Figure 1. Close-up of the layout (run 1).
Bar = 20 microns. Region (62, 144) to (112, 194) microns. Cells in gray, sequential cells in the stronger gray; small squares are vias.
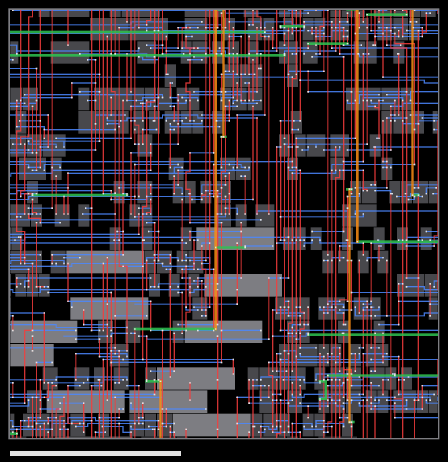
Figure 2. Pin map (run 1).
Bar = 50 microns. Pins as bars across the die edge, other pins in gray.
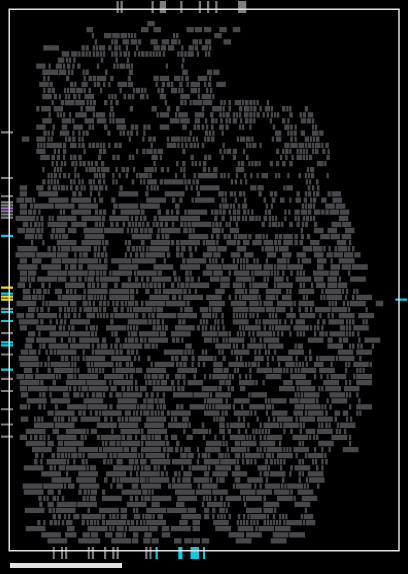
Figure 3. Clock nets (run 1).
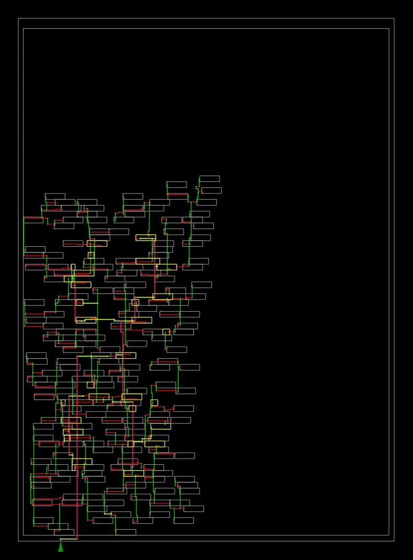
===== config.mk =====
export PLATFORM = sky130hd
export DESIGN_NAME = iir_biquad_sequencer
export DESIGN_NICKNAME = d
export VERILOG_FILES = /design/src/rtl/iir_pkg.sv /design/src/rtl/multiply.sv /design/src/rtl/iir_biquad_sequencer.sv
export SDC_FILE = /design/constraint.sdc
export NUM_CORES = 1
export LEC_CHECK = 0
export ABC_AREA = 1
export ABC_CLOCK_PERIOD_IN_PS = 12600
export CAP_MARGIN = 20
export CORE_ASPECT_RATIO = 1.4
export CORE_MARGIN = 2
export CORE_UTILIZATION = 45
export CTS_CLUSTER_DIAMETER = 80
export DETAILED_ROUTE_END_ITERATION = 7
export GPL_TIMING_DRIVEN = 0
export PLACE_DENSITY = 0.73
export SYNTH_ARGS = -nofsm -noshare
export SYNTH_HDL_FRONTEND = slang
export SYNTH_SLANG_ARGS = --single-unit
export TNS_END_PERCENT = 50

===== constraint.sdc =====
create_clock -name clk -period 12.6 [get_ports clk]
set_input_delay 3.15 -clock clk [delete_from_list [all_inputs] [get_ports clk]]
set_output_delay 3.15 -clock clk [all_outputs]
set_load 0.01 [all_outputs]

===== src/rtl/iir_pkg.sv =====
// Shared types, saturation limits and sign-magnitude arithmetic for the biquad sequencer.
// Pure declarations: no latency and no handshake of its own.
package iir_pkg;

  localparam int IIR_W    = 16;
  localparam int IIR_FRAC = 8;

  typedef logic [IIR_W-1:0] sample_t;

  localparam sample_t SAT_POS = {1'b0, {(IIR_W-1){1'b1}}};
  localparam sample_t SAT_NEG = {1'b1, {(IIR_W-1){1'b1}}};

  typedef enum logic [2:0] {TAP_B0, TAP_B1, TAP_B2, TAP_A1, TAP_A2} tap_e;
  typedef enum logic [1:0] {ST_IDLE, ST_MAC, ST_OUT} state_e;

  // Negative zero on either input behaves as +0; a zero result is always +0.
  function automatic sample_t sm_add(input sample_t a, input sample_t b);
    logic [IIR_W-2:0] ma;
    logic [IIR_W-2:0] mb;
    logic [IIR_W-2:0] mr;
    logic [IIR_W-1:0] sum;
    logic             sa;
    logic             sb;
    logic             sr;
    ma  = a[IIR_W-2:0];
    mb  = b[IIR_W-2:0];
    sa  = a[IIR_W-1] & (ma != '0);
    sb  = b[IIR_W-1] & (mb != '0);
    sum = {1'b0, ma} + {1'b0, mb};
    if (sa == sb) begin
      sr = sa;
      mr = sum[IIR_W-1] ? {(IIR_W-1){1'b1}} : sum[IIR_W-2:0];
    end else if (ma >= mb) begin
      sr = sa;
      mr = ma - mb;
    end else begin
      sr = sb;
      mr = mb - ma;
    end
    if (mr == '0) sr = 1'b0;
    return {sr, mr};
  endfunction

endpackage


===== src/rtl/multiply.sv =====
// Unsigned fixed-point magnitude multiply, (a*b)>>FRAC truncated, saturating to all-ones.
// Combinational, zero latency; no handshake.
module multiply #(
  parameter int MW   = 15,
  parameter int FRAC = 8
) (
  input  logic [MW-1:0] a,
  input  logic [MW-1:0] b,
  output logic [MW-1:0] p
);

  logic [2*MW-1:0] full;
  logic [2*MW-1:0] shifted;

  assign full    = {{MW{1'b0}}, a} * {{MW{1'b0}}, b};
  assign shifted = full >> FRAC;
  assign p       = (|shifted[2*MW-1:MW]) ? {MW{1'b1}} : shifted[MW-1:0];

endmodule


===== src/rtl/iir_biquad_sequencer.sv =====
// Biquad IIR section with one shared multiplier, five taps per sample; latency 5 cycles accept->out_valid.
// out_ready low holds out_data and history and keeps in_ready low; config writes/clear are only taken in IDLE.
module iir_biquad_sequencer import iir_pkg::*; #(
  parameter int W    = IIR_W,
  parameter int FRAC = IIR_FRAC
) (
  input  logic         clk,
  input  logic         rst_n,
  input  logic [W-1:0] in_data,
  input  logic         in_valid,
  output logic         in_ready,
  output logic [W-1:0] out_data,
  output logic         out_valid,
  input  logic         out_ready,
  input  logic         coef_we,
  input  logic [2:0]   coef_addr,
  input  logic [W-1:0] coef_data,
  input  logic         clear,
  output logic         cfg_err
);

  state_e       state;
  tap_e         tap;
  logic [W-1:0] coef [0:4];
  logic [W-1:0] xCur;
  logic [W-1:0] x1;
  logic [W-1:0] x2;
  logic [W-1:0] y1;
  logic [W-1:0] y2;
  logic [W-1:0] acc;
  logic         cfgErr;

  logic [W-1:0] opCoef;
  logic [W-1:0] opData;
  logic         negate;
  logic [W-2:0] prodMag;
  logic [W-1:0] tapProd;
  logic [W-1:0] accNext;

  always_comb begin
    opCoef = coef[0];
    opData = xCur;
    negate = 1'b0;
    case (tap)
      TAP_B0: begin opCoef = coef[0]; opData = xCur; end
      TAP_B1: begin opCoef = coef[1]; opData = x1;   end
      TAP_B2: begin opCoef = coef[2]; opData = x2;   end
      TAP_A1: begin opCoef = coef[3]; opData = y1; negate = 1'b1; end
      TAP_A2: begin opCoef = coef[4]; opData = y2; negate = 1'b1; end
      default: ;
    endcase
  end

  multiply #(.MW(W-1), .FRAC(FRAC)) uMul (
    .a(opCoef[W-2:0]),
    .b(opData[W-2:0]),
    .p(prodMag)
  );

  // Feedback taps are subtracted by flipping the product sign.
  assign tapProd = {opCoef[W-1] ^ opData[W-1] ^ negate, prodMag};
  assign accNext = sm_add(acc, tapProd);

  always_ff @(posedge clk or negedge rst_n) begin
    if (!rst_n) begin
      state  <= ST_IDLE;
      tap    <= TAP_B0;
      xCur   <= '0;
      x1     <= '0;
      x2     <= '0;
      y1     <= '0;
      y2     <= '0;
      acc    <= '0;
      cfgErr <= 1'b0;
      for (int i = 0; i < 5; i++) coef[i] <= '0;
    end else begin
      cfgErr <= 1'b0;
      case (state)
        ST_IDLE: begin
          if (coef_we) begin
            case (coef_addr)
              3'd0: coef[0] <= coef_data;
              3'd1: coef[1] <= coef_data;
              3'd2: coef[2] <= coef_data;
              3'd3: coef[3] <= coef_data;
              3'd4: coef[4] <= coef_data;
              default: ;
            endcase
          end
          if (clear) begin
            x1 <= '0;
            x2 <= '0;
            y1 <= '0;
            y2 <= '0;
          end
          if (in_valid) begin
            xCur  <= in_data;
            acc   <= '0;
            tap   <= TAP_B0;
            state <= ST_MAC;
          end
        end
        ST_MAC: begin
          cfgErr <= coef_we | clear;
          acc    <= accNext;
          if (tap == TAP_A2) state <= ST_OUT;
          else               tap   <= tap_e'(tap + 3'd1);
        end
        ST_OUT: begin
          cfgErr <= coef_we | clear;
          if (out_ready) begin
            x2    <= x1;
            x1    <= xCur;
            y2    <= y1;
            y1    <= acc;
            state <= ST_IDLE;
          end
        end
        default: state <= ST_IDLE;
      endcase
    end
  end

  assign in_ready  = (state == ST_IDLE);
  assign out_valid = (state == ST_OUT);
  assign out_data  = acc;
  assign cfg_err   = cfgErr;

endmodule


==> run summary, run 1 <==
Status - complete, no violations
HPWL after detailed placement - 44.5 mm
Core ar. - 39500 sq um
Hold Startpoint - coef[77]$_DFFE_PN0P_
Routed Antenna Nets - 0
Vias in the first global route - 16700
Area figure in the yosys stat output - 18100 sq um
Share of flip-flops with an asynchronous set or reset - 1.00
Comb gates - 1626
CTS Sinks - 182
Initial DRC count - 1247
Late-Pin Clk Latency - 0.43 ns
P&R area growth vs syn - 12.3%
CP startpoint kind - register
CP max FO - 10
First-pass GRT wire length - 87.5 mm
CP endpoint - out_data[15]$_DFFE_PN0P_
Mux cell area share - 0.00988
Grt met1 use - 0.315
Non-clk buf share - 0.0593
Most numerous logic cell after layout - nand2_1
Worst hold path type - register to register
Fillers - 3790
Synth cell types - 53
Syn Area/Cell - 7.79 sq um
RSZ-0062 raised after global routing - false
Met1 Routed Length - 21.2 mm
Worst path required time - 12.97 ns
Vias per cell - 5.49
Max-cap violations - 0
Ys cells - 2325
# rows - 86
Number of enable flip-flop cells - 0
GRT Max-Usage Layer - met2
Wire per inst - 18.6 microns
Met2 Routed Length - 28.4 mm
Total number of vias - 16300
Critical path's most frequent cell - nand2_1
Crit path largest cell delay - 0.61 ns
Placed insts - 2914
Log Warnings - 63
Antenna diodes - 0
Final wirelength - 55.2 mm
R2r startpoint - tap[2]$_DFFE_PN0P_
Nonclk inv count - 432
Final-layout clock-cell area share - 0.0273
Final std cells w/o fill - 2970
Floorplan Nets - 2679
Largest net degree at the start of global routing - 123
Cells after Synth - 2325
Port buffer count - 59
Reg-to-Reg End - out_data[15]$_DFFE_PN0P_
Top Metal Used - met4
Met3 Track Usage GR - 0.0239
GPL Wtd Cong - 0.982
Slew @ Worst Pin - 0.821 ns
Max frequency - 85.2 MHz
Sequential share of the synthesized area - 0.252
Die W - 174 microns
Routed met3 length - 2.85 mm
Tap Count - 528
Global Route met2 Usage - 0.491
Slew Limit Fails - 0
Largest Register - coef
Setup ws final - 0.860 ns
Top logic family - adder cells
Worst-path clk slew - 0.07 ns
Max-area cell class - combinational gates
DP Area - 19400 sq um
Place WS - -0.731 ns
Reg2Reg Setup Slack - 0.86 ns
Mapped cell area - 18100 sq um
Max FFs per register - 80
CP max-delay cell - fa_1
Yosys warnings - 0
Period minus WS final - 11.74 ns
Gate Area - 11700 sq um
Comb area share - 0.576
CP endpoint kind - register
Overflow after GRT - 0
Critical path class - register to register
Hold path endpoint - coef[77]$_DFFE_PN0P_
Fin. Hold Viols - 0
Hold Path Depth - 2
Initial antenna violation count - 0
Most frequent cells in the layout - nand2_1 (433), inv_1 (416), nor2_1 (222), o21ai_0 (207), dfrtp_1 (182)
Vertical die size - 241 microns
Gr usage total - 0.267
Buffers excl. clock - 171
Post-route cell area - 20300 sq um
Final worst-path cycle share - 0.932
Net count reported at finish - 2784
CTS tree - done
Post-synth top flop - dfrtp_1
Final setup fails - 0
Layout cells sized above 1 - 0.0692
Seq area share - 0.224
Register-to-Register Path Depth - 56
Sequential Area - 4550 sq um
CP arrival - 12.11 ns
Residual DRC - 0
Drt first pass iters - 6
Top Ports - 60
Hold_buf cts - 0
FP Core Util - 0.458
-- Figure 1 (at the start) --
blue -> metal 1
red -> metal 2
orange -> metal 4
green -> metal 3
most frequent = nand2_1 (59), inv_1 (34), nand3_1 (21)
sequential cells in the window = 11
cells with their middle in the window = 202
netlist names of flops here include = out_data (7), y1 (2), y2 (2)

-- Figure 2 (at the start) --
purple -> in_ready  # pins 1, direction output, edge left
cyan -> in_data  # pins 16, direction input, edge 8 bottom, 7 left, 1 right
yellow -> coef_addr  # pins 3, direction input, edge left
all pins by edge = 27 left, 18 bottom, 14 top, 1 right

-- Figure 3 (at the start) --
setup skew after layout: 0.00977 ns
clock buffers: 18
flop count: 182
total CTS buffers: 17

[run 1: Yosys cell counts, drive strengths merged, types with 2 or more instances]
master	count	area share
a211oi	2	0.00083
a21boi	5	0.0021
a21o	5	0.0021
a21oi	87	0.024
a221oi	28	0.014
a22o	13	0.0063
a31oi	2	0.00069
buf	14	0.0039
clkbuf	71	0.015
clkinv	9	0.0019
dfrtp	182	0.25
fa	169	0.19
ha	144	0.10
inv	423	0.088
mux2	15	0.0093
nand2	449	0.096
nand3	133	0.037
nand3b	12	0.0050
nand4	7	0.0024
nor2	231	0.051
nor3	8	0.0022
nor4	7	0.0024
o2111ai	2	0.00097
o21a	3	0.0012
o21ai	232	0.064
o21bai	5	0.0021
o22ai	19	0.0066
o31ai	3	0.0012
xnor2	8	0.0039
xor2	27	0.013
[run 1: repair_timing]
| item | 4_1_cts | 5_1_grt |
|---|---|---|
| endpoints found under the setup margin | 15 | 15 |
| pin swaps | 0 | 11 |
| resized | 33 | 52 |
| endpoints found under the hold margin | 0 | 0 |
| buffers inserted | 0 | 31 |
[run 1: critical path, delay by kind of cell, from the launching register on]
family,cells,cell delay (ns)
AND-OR/OR-AND,15,3.01
AND/OR/NAND/NOR,20,2.22
buffers and inverters,12,2.03
flip-flops,1,0.38
adder cells (fa/ha/maj),9,4.02
[run 1: metrics by stage]
stage / TNS, ns / util / hold slack (ns)
floorplan: 0 / - / 0.444
global placement: -6.58 / 0.490 / 0.466
detailed placement: -6.85 / 0.491 / 0.473
CTS: 0 / 0.506 / 0.489
global route: 0 / 0.515 / 0.504
finish: 0 / 0.515 / 0.485
==> run 1 -> run 2 <==
--- a/config.mk
+++ b/config.mk
@@ -12,6 +12,7 @@
 export CORE_MARGIN = 2
 export CORE_UTILIZATION = 45
 export CTS_CLUSTER_DIAMETER = 80
+export CTS_CLUSTER_SIZE = 40
 export DETAILED_ROUTE_END_ITERATION = 7
 export GPL_TIMING_DRIVEN = 0
 export PLACE_DENSITY = 0.73
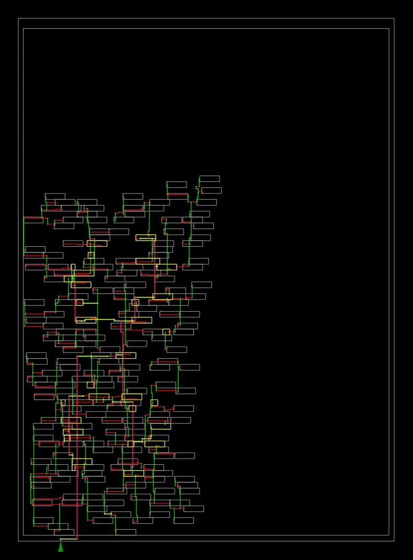
Figure 4: run 2, clock nets.
CTS Sinks: 182
Late-Pin Clk Latency: 0.43 ns

==> run 2 against run 1 <==
  * Routed wire length is the same
  * Cell count is the same
  * Die area is the same
  * Clock skew is the same
  * Core utilization is the same
  * Highest routed layer unchanged
==> run summary, run 2 <==
Status - complete, no violations
Worst-path clk slew - 0.07 ns (about the same)
Share of flip-flops with an asynchronous set or reset - 1.00 (unchanged)
CP endpoint kind - register
WP buf/inv - 12 (unchanged)
DP Area - 19400 sq um (unchanged)
Worst path required time - 12.97 ns (about the same)
Drt first pass iters - 6 (unchanged)
Max frequency - 85.2 MHz (unchanged)
CP max-delay cell - fa_1
Post-route cell area - 20300 sq um (unchanged)
Total number of vias - 16300 (unchanged)
GRT Max-Usage Layer - met2
Post-synth area hogs - dfrtp_1 (25%), fa_1 (19%), ha_1 (10%)
Layout cells sized above 1 - 0.0692 (unchanged)
Setup TNS - 0 ns (unchanged)
Setup skew after layout - 0.00977 ns (unchanged)
Syn Area/Cell - 7.79 sq um (unchanged)
CTS tree - done
Hold_buf cts - 0 (unchanged)
First-pass GRT wire length - 87.5 mm (unchanged)
Port buffer count - 59 (unchanged)
Worst hold path type - register to register
Reg2Reg Setup Slack - 0.86 ns (about the same)
CP arrival - 12.11 ns (about the same)
Max-cap violations - 0 (unchanged)
Log Warnings - 63 (unchanged)
# rows - 86 (unchanged)
Synth cell count leaders - nand2_1 (435), inv_1 (420), nor2_1 (223)
Residual DRC - 0 (unchanged)
Post-synth top flop - dfrtp_1
Wire per inst - 18.6 microns (unchanged)
FP Core Util - 0.458 (unchanged)
Yosys warnings - 0 (unchanged)
Core ar. - 39500 sq um (unchanged)
Placed insts - 2914 (unchanged)
Area figure in the yosys stat output - 18100 sq um (unchanged)
Final std cells w/o fill - 2970 (unchanged)
Critical path class - register to register
Die W - 174 microns (unchanged)
Sequential share of the synthesized area - 0.252 (unchanged)
Most frequent cells in the layout - nand2_1 (433), inv_1 (416), nor2_1 (222), o21ai_0 (207), dfrtp_1 (182)
Vias in the first global route - 16700 (unchanged)
Final setup fails - 0 (unchanged)
Floorplan Nets - 2679 (unchanged)
Largest net degree at the start of global routing - 123 (unchanged)
Initial antenna violation count - 0 (unchanged)
Top-count cell post-synth - nand2_1
Grt met1 use - 0.315 (unchanged)
Gate Area - 11700 sq um (unchanged)
Most numerous logic cell after layout - nand2_1
Synth cell types - 53 (unchanged)
Net count reported at finish - 2784 (unchanged)
Hold WS - 0.485 ns (unchanged)
Ys cells - 2325 (unchanged)
Gr usage total - 0.267 (unchanged)
Sequential Area - 4550 sq um (unchanged)
Met3 Track Usage GR - 0.0239 (unchanged)
Vertical die size - 241 microns (unchanged)
Period minus WS final - 11.74 ns (unchanged)
Fillers - 3790 (unchanged)
Final worst-path cycle share - 0.932 (unchanged)
-- run 2: metal layers --
metal	wire [microns]	vias to the layer above	part of all wire
li1	-	7578	-
met1	21200	8017	0.38
met2	28400	578	0.52
met3	2850	133	0.052
met4	2680	0	0.048
met5	0	-	0
-- run 2: kinds of logic (layout without fill, tap and decap cells) --
| group | after synthesis | count (layout) | synth area share |
|---|---|---|---|
| DFF | 182 | 182 | 0.252 |
| and+or+nand+nor | 848 | 848 | 0.197 |
| buffers and inverters | 517 | 634 | 0.109 |
| muxes | 16 | 16 | 0.00988 |
| xor gates and xnor gates | 35 | 35 | 0.0169 |
| adders and majority gates | 313 | 313 | 0.286 |
| AOI/OAI and AO/OA | 414 | 414 | 0.130 |
-- run 2: timing repair --
| item | in CTS | in global routing |
|---|---|---|
| cloned | 0 | 0 |
| setup endpoints to repair | 15 | 15 |
| pin swaps | 0 | 11 |
| resized | 33 | 52 |
| buffers inserted | 0 | 31 |
-- run 2: final timing paths --
| check | from | end | cells past startpoint |
|---|---|---|---|
| max in group asynchronous | rst_n | y1[3]$_DFFE_PN0P_ | 2 |
| worst max-delay path | tap[2]$_DFFE_PN0P_ | out_data[15]$_DFFE_PN0P_ | 56 |
| worst min-delay path | coef[77]$_DFFE_PN0P_ | coef[77]$_DFFE_PN0P_ | 2 |
| min in group asynchronous | rst_n | coef[24]$_DFFE_PN0P_ | 1 |
| worst max register to register | tap[2]$_DFFE_PN0P_ | out_data[15]$_DFFE_PN0P_ | 56 |
| worst min register to register | coef[77]$_DFFE_PN0P_ | coef[77]$_DFFE_PN0P_ | 2 |
-- run 2: layout make-up --
type,count,area share
repair buffers,92,0.0423
well taps,528,0.0325
clock buffers,18,0.0211
clock inverters,13,0.00622
multi-input cells,1626,0.576
plain buffers,79,0.0169
inverters,432,0.0814
flip-flops and latches,182,0.224
